File: src/rtl/cpu_out_capture_if.sv
// Consumer-side handshake bundle for cpu_out_capture: head value, valid/ready and,
// when CPUOUT_TIMESTAMP_EN is defined, the head entry's capture timestamp.
interface cpu_out_capture_if
`ifdef CPUOUT_TIMESTAMP_EN
  #(parameter int TS_W = 16)
`endif
  ;
  logic [31:0] out_data;
  logic        out_valid;
  logic        out_ready;
`ifdef CPUOUT_TIMESTAMP_EN
  logic [TS_W-1:0] out_ts;

  modport master (output out_data, output out_valid, output out_ts, input out_ready);
  modport slave  (input out_data, input out_valid, input out_ts, output out_ready);
`else
  modport master (output out_data, output out_valid, input out_ready);
  modport slave  (input out_data, input out_valid, output out_ready);
`endif
endinterface

File: src/rtl/cpu_out_capture.sv
// Captures every change on the CPU output bus into a FIFO and hands the values to a
// slower consumer over valid/ready; optional capture timestamps via CPUOUT_TIMESTAMP_EN.
module cpu_out_capture #(
  parameter int DEPTH  = 8,
  parameter int DROP_W = 8
`ifdef CPUOUT_TIMESTAMP_EN
  ,
  parameter int TS_W   = 16
`endif
) (
  input  logic                       CLK,
  input  logic                       Reset,
  input  logic [31:0]                CPUOut,
  cpu_out_capture_if.master          sink,
  output logic [$clog2(DEPTH+1)-1:0] count,
  output logic                       overflow,
  output logic [DROP_W-1:0]          drop_cnt
);

  localparam int AW = $clog2(DEPTH);
  localparam int CW = $clog2(DEPTH+1);

  logic [31:0]   mem [DEPTH];
  logic [AW-1:0] wptr;
  logic [AW-1:0] rptr;
  logic          primed;
  logic [31:0]   last_val;

  logic push_req;
  logic pop;
  logic full;
  logic accept;
  logic drop;

  // A full FIFO still accepts a push when the head leaves in the same cycle.
  always_comb begin
    push_req = !primed || (CPUOut != last_val);
    pop      = (count != '0) && sink.out_ready;
    full     = (count == CW'(DEPTH));
    accept   = push_req && (!full || pop);
    drop     = push_req && full && !pop;
  end

  assign sink.out_valid = (count != '0);
  assign sink.out_data  = mem[rptr];

  always_ff @(posedge CLK) begin
    if (Reset) begin
      wptr     <= '0;
      rptr     <= '0;
      count    <= '0;
      primed   <= 1'b0;
      last_val <= '0;
      overflow <= 1'b0;
      drop_cnt <= '0;
    end else begin
      if (push_req) begin
        primed   <= 1'b1;
        last_val <= CPUOut;
      end
      if (accept) wptr <= wptr + 1'b1;
      if (pop)    rptr <= rptr + 1'b1;
      if (accept && !pop)      count <= count + 1'b1;
      else if (pop && !accept) count <= count - 1'b1;
      if (drop) begin
        overflow <= 1'b1;
        if (drop_cnt != '1) drop_cnt <= drop_cnt + 1'b1;
      end
    end
  end

  always_ff @(posedge CLK) begin
    if (!Reset && accept) mem[wptr] <= CPUOut;
  end

`ifdef CPUOUT_TIMESTAMP_EN
  logic [TS_W-1:0] ts_cnt;
  logic [TS_W-1:0] ts_mem [DEPTH];

  always_ff @(posedge CLK) begin
    if (Reset) ts_cnt <= '0;
    else       ts_cnt <= ts_cnt + 1'b1;
  end

  // Entries record the counter value as it stands at their push edge.
  always_ff @(posedge CLK) begin
    if (!Reset && accept) ts_mem[wptr] <= ts_cnt;
  end

  assign sink.out_ts = ts_mem[rptr];
`endif

endmodule

File: src/flat_wrapper.sv
// flat-port wrapper written by rule: the top's interface ports become plain ports
module cpu_out_capture_flat 
#(
  parameter int DEPTH  = 8,
  parameter int DROP_W = 8

)
  (CLK, Reset, CPUOut, count, overflow, drop_cnt, sink_out_data, sink_out_valid, sink_out_ready);
  cpu_out_capture_if sink_i ();
  input  logic CLK;
  input  logic Reset;
  input  logic [31:0] CPUOut;
  output logic [$clog2(DEPTH+1)-1:0] count;
  output logic overflow;
  output logic [DROP_W-1:0] drop_cnt;
  output wire logic [$bits(sink_i.out_data)-1:0] sink_out_data;
  output wire logic [$bits(sink_i.out_valid)-1:0] sink_out_valid;
  input wire logic [$bits(sink_i.out_ready)-1:0] sink_out_ready;
  assign sink_out_data = sink_i.out_data;
  assign sink_out_valid = sink_i.out_valid;
  assign sink_i.out_ready = sink_out_ready;
  cpu_out_capture #(.DEPTH(DEPTH), .DROP_W(DROP_W)) u_core (.CLK(CLK), .Reset(Reset), .CPUOut(CPUOut), .sink(sink_i), .count(count), .overflow(overflow), .drop_cnt(drop_cnt));
endmodule
File: config.mk
export PLATFORM = sky130hd
export DESIGN_NAME = cpu_out_capture_flat
export DESIGN_NICKNAME = d
export VERILOG_FILES = /design/src/rtl/cpu_out_capture_if.sv /design/src/rtl/cpu_out_capture.sv /design/src/flat_wrapper.sv
export SDC_FILE = /design/constraint.sdc
export NUM_CORES = 1
export LEC_CHECK = 0
export CAP_MARGIN = 10
export CELL_PAD_IN_SITES_DETAIL_PLACEMENT = 1
export CELL_PAD_IN_SITES_GLOBAL_PLACEMENT = 1
export CORE_ASPECT_RATIO = 0.7
export CORE_MARGIN = 4
export CORE_UTILIZATION = 46
export CTS_CLUSTER_DIAMETER = 200
export DETAILED_ROUTE_END_ITERATION = 10
export PLACE_DENSITY_LB_ADDON = 0.1
export REMOVE_ABC_BUFFERS = 1
export SLEW_MARGIN = 20
export SYNTH_ARGS = -nofsm -noshare
export SYNTH_HDL_FRONTEND = slang
export SYNTH_SLANG_ARGS = --single-unit
File: constraint.sdc
create_clock -name CLK -period 6.5 [get_ports CLK]
set_input_delay 1.95 -clock CLK [delete_from_list [all_inputs] [get_ports CLK]]
set_output_delay 1.95 -clock CLK [all_outputs]
set_load 0.05 [all_outputs]
==> Slide: Implementation Results <==
Key Metrics from the Run

Critical path
  • Crit Reg-Reg Startpoint: u_core.last_val[7]
  • Worst Path Max Fanout: 33
  • Crit path launch type: flip-flop
  • Critical Path AT: roughly 3.3 ns
  • Crit. End Element: primary output
  • Setup CP Type: reg2out
  • Register-to-register setup slack: around 3.4 ns
  • R2R cell count: 13
  • Slowest-stage cell, CP: dfxtp_4
  • Bufs and invs on worst path: 2
  • Crit path largest cell delay: 0.79 ns
  • CP cell instances: buf_12 > mux4_2 > mux2_2 > clkdlybuf4s50_1
  • Reg-to-reg endpoint: u_core.count[3]
  • CP top delay family: buffers and inverters
  • Req. time, crit path: between 4 and 5 ns
  • WP depth: 4
  • Crit path capture: sink_out_data[25]

Finish
  • Layout Area Growth over Synthesis: 18.7%
  • Final Net Count: about 750
  • Final Cell Area: roughly 0.014 mm²
  • ANT cells: 0
  • # fillers: between 2000 and 2500
  • Fraction of layout cells with a size suffix above 1: 0.232

Yosys
  • Yosys chip area: between 0.01 and 0.015 mm²
  • Synth Flop Type: edfxtp_1
  • Biggest area cells: edfxtp_1 64%, mux4_2 12%, dfxtp_1 9.2%
  • Async set-reset flop share out of synthesis: 0
  • Ys cells: 609
  • EDFF count, synth: 256
  • Synth warn: 0
  • FF+latch count, synth: slightly above 300
  • Synth top area share: 0.644
  • Yosys top cell by area: edfxtp_1
  • Cell count after synthesis: 609

Clocking
  • Post-CTS Repair Setup Buffers: 0
  • Insertion delay to the later sink of the worst-skew pair: between 0.5 and 0.6 ns
  • Root buf cell: clkbuf_16
  • Total CTS buffers: 29
  • CTS clk-pin slew, worst paths: 0.06 ns
  • # resized after CTS: 0
  • H-tree Lvls: 1
  • Clock sink total: approximately 310
  • CTS Buffer Depth: 3

STA
  • Crit path time final: around 5.2 ns
  • Fmax: between 150 and 200 MHz
  • Worst slew pin tran: 0.957 ns
  • Final Slew Violations: 0
  • Hold Worst Slack: 0.482 ns
  • Final period util: 0.806
  • Rel. slew slack: 0.362
  • RSZ-0062 raised after global routing: no
  • Final WS setup: ~1.3 ns

GRT
  • Gr usage total: 0.176
  • Gr ovfl total: 0
  • Initial antenna violation count: 1

Routing
  • DR vias: about 5800
  • Post-route DRC: 0
  • Drt pass-1 iters: 4
  • Mean routed wirelength per cell: ~23 µm
  • DRT iter0 DRCs: around 330
  • Vias per cell: between 5 and 6
  • Post-route ant nets: 0

Flow run
  • OpenROAD warning count: 25
  • Total of max-cap violations: 0

Die
  • Chip area: approximately 0.029 mm²
  • Init Core Util: 0.466
  • Die y size: roughly 140 µm
  • Placeable Area: around 0.026 mm²
  • Horiz. Die Dim: roughly 200 µm
  • FP Rows: 49

Placement
  • DP Cell Count: approximately 1000
  • Placer Congestion: roughly 0.72
  • Port Buf Inserts: 80
  • Place WS: 0.846 ns

Min path
  • Tightest Hold Check Type: reg2reg

Power and ir drop
  • Leakage: 4.63 nW
  • Peak supply drop: 0.283 mV
  • Design Power: ~5.5 mW
  • Pwr dens: 386 mW/mm²

Run status
  • Outcome: finished clean
==> layer usage <==
layer	vias up	track usage	wire (µm)
li1	2614	-	-
met1	3043	0.255	11600
met2	110	0.284	11600
met3	37	0.0352	916
met4	2	0.0384	474
met5	-	0	20
==> registers in the layout, summed over array words and instances, names as in the netlist, named ones only <==
register and count:
u_core.wptr 3, u_core.last_val 32, u_core.count 4, u_core.rptr 3
u_core.mem 256, u_core.overflow 1, u_core.drop_cnt 8, u_core.primed 1
==> worst min path at each step <==
stage,from,to,slack (ns),depth (start not counted)
6_report,u_core.overflow,u_core.overflow,0.48,1
5_1_grt,u_core.overflow,u_core.overflow,0.53,1
4_1_cts,u_core.overflow,u_core.overflow,0.49,1
3_5_place_dp,u_core.overflow,u_core.overflow,0.46,1
3_3_place_gp,u_core.overflow,u_core.overflow,0.46,1
2_1_floorplan,u_core.rptr[1],flip-flop,0.45,2
==> synthesized netlist by cell type, types with 4 or more instances <==
cell type and n:
nor4_1 11, edfxtp_1 256, clkbuf_1 16, dfxtp_1 55, nor2_1 15, inv_1 4
nor4b_1 4, mux2_2 33, xor2_1 34, nor2b_1 37, a21oi_1 7, nand3_1 8
buf_2 8, nand2_1 8, mux4_2 64, or4_1 4, ha_1 6
==> cell usage in the layout (no fill, tap or decap), types with 3 or more instances in the layout <==
cell               n
edfxtp_1         256
clkinv_2           3
clkinv_1           4
or4_1              4
clkbuf_1           9
clkdlybuf4s50_1   79
inv_1              4
mux4_2            64
nor2_1            15
mux2_2            33
nor4_2             3
ha_1               6
buf_4             15
nor3_1             3
xnor2_1            3
nor2b_1           37
xor2_1            34
nand2_1            8
nand3_1            8
and3_1             3
mux2i_1            3
clkbuf_16         31
clkbuf_8           4
o31ai_1            3
mux2_1             3
nor4_1             8
dfxtp_1           53
a21oi_1            7
==> where the power goes <==
| part | internal (mW) | total, mW | switching (mW) |
|---|---|---|---|
| clock network | 0.955 | 1.64 | 0.685 |
| registers | 2.30 | 2.43 | 0.128 |
| logic | 0.625 | 1.41 | 0.781 |
==> kinds of logic after synthesis <==
kind of cell,share of synthesized area
AOI/OAI and AO/OA,0.00901
buffers and inverters,0.0115
and+or+nand+nor,0.0498
xor gates and xnor gates,0.0271
muxes,0.158
DFF,0.736
adders and majority gates,0.00796
==> area by class of cell <==
class	instances	area, µm²	area share
inverter	5	18.8	0.00132
clock inverter	9	70.1	0.00494
clock buffer	44	865	0.0610
sequential	311	8790	0.620
timing repair buffer	97	948	0.0669
tap	331	414	0.0292
multi-input combinational	266	3070	0.216
met3.png
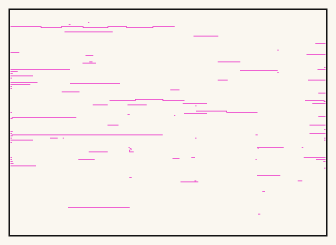
- nets with wire on the layer: 60
- longest straight run: 95.5 µm
- wire length on this layer: 916 µm

final_placement.png
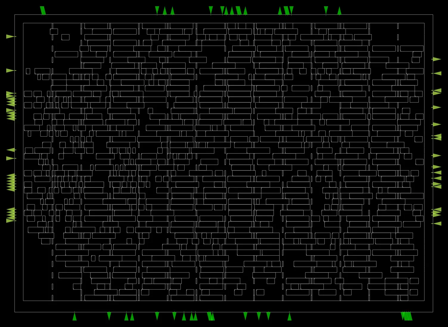
Non-Filler Instances: 1063
post-layout util: 0.553

clock_map.png
Bar = 50 µm.
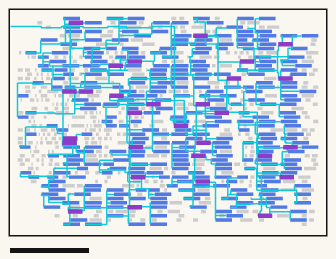
- blue: flip-flops (count 311)
- cyan: clock wires (length 3440 µm)
- purple: cells driving clock nets (count 29)
- routed clock nets: 30
- flops lie: spread over the die
Setup Skew: 0.0118 ns
P_clk: 1.64 mW
part of the power in the clock network: 0.300

density.png
The die is cut into 20 by 14 equal tiles; white is low, dark blue is high, 0 to 100% covered.
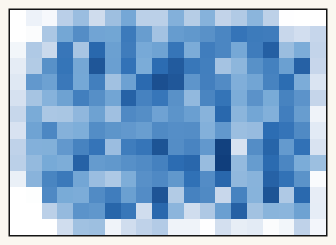
- mean over tiles: 48%
- fullest tile: 94%
- nearly empty tiles: 5.0%
- tiles over 75% full: 10%

Power is estimated from default activity; no workload was simulated.
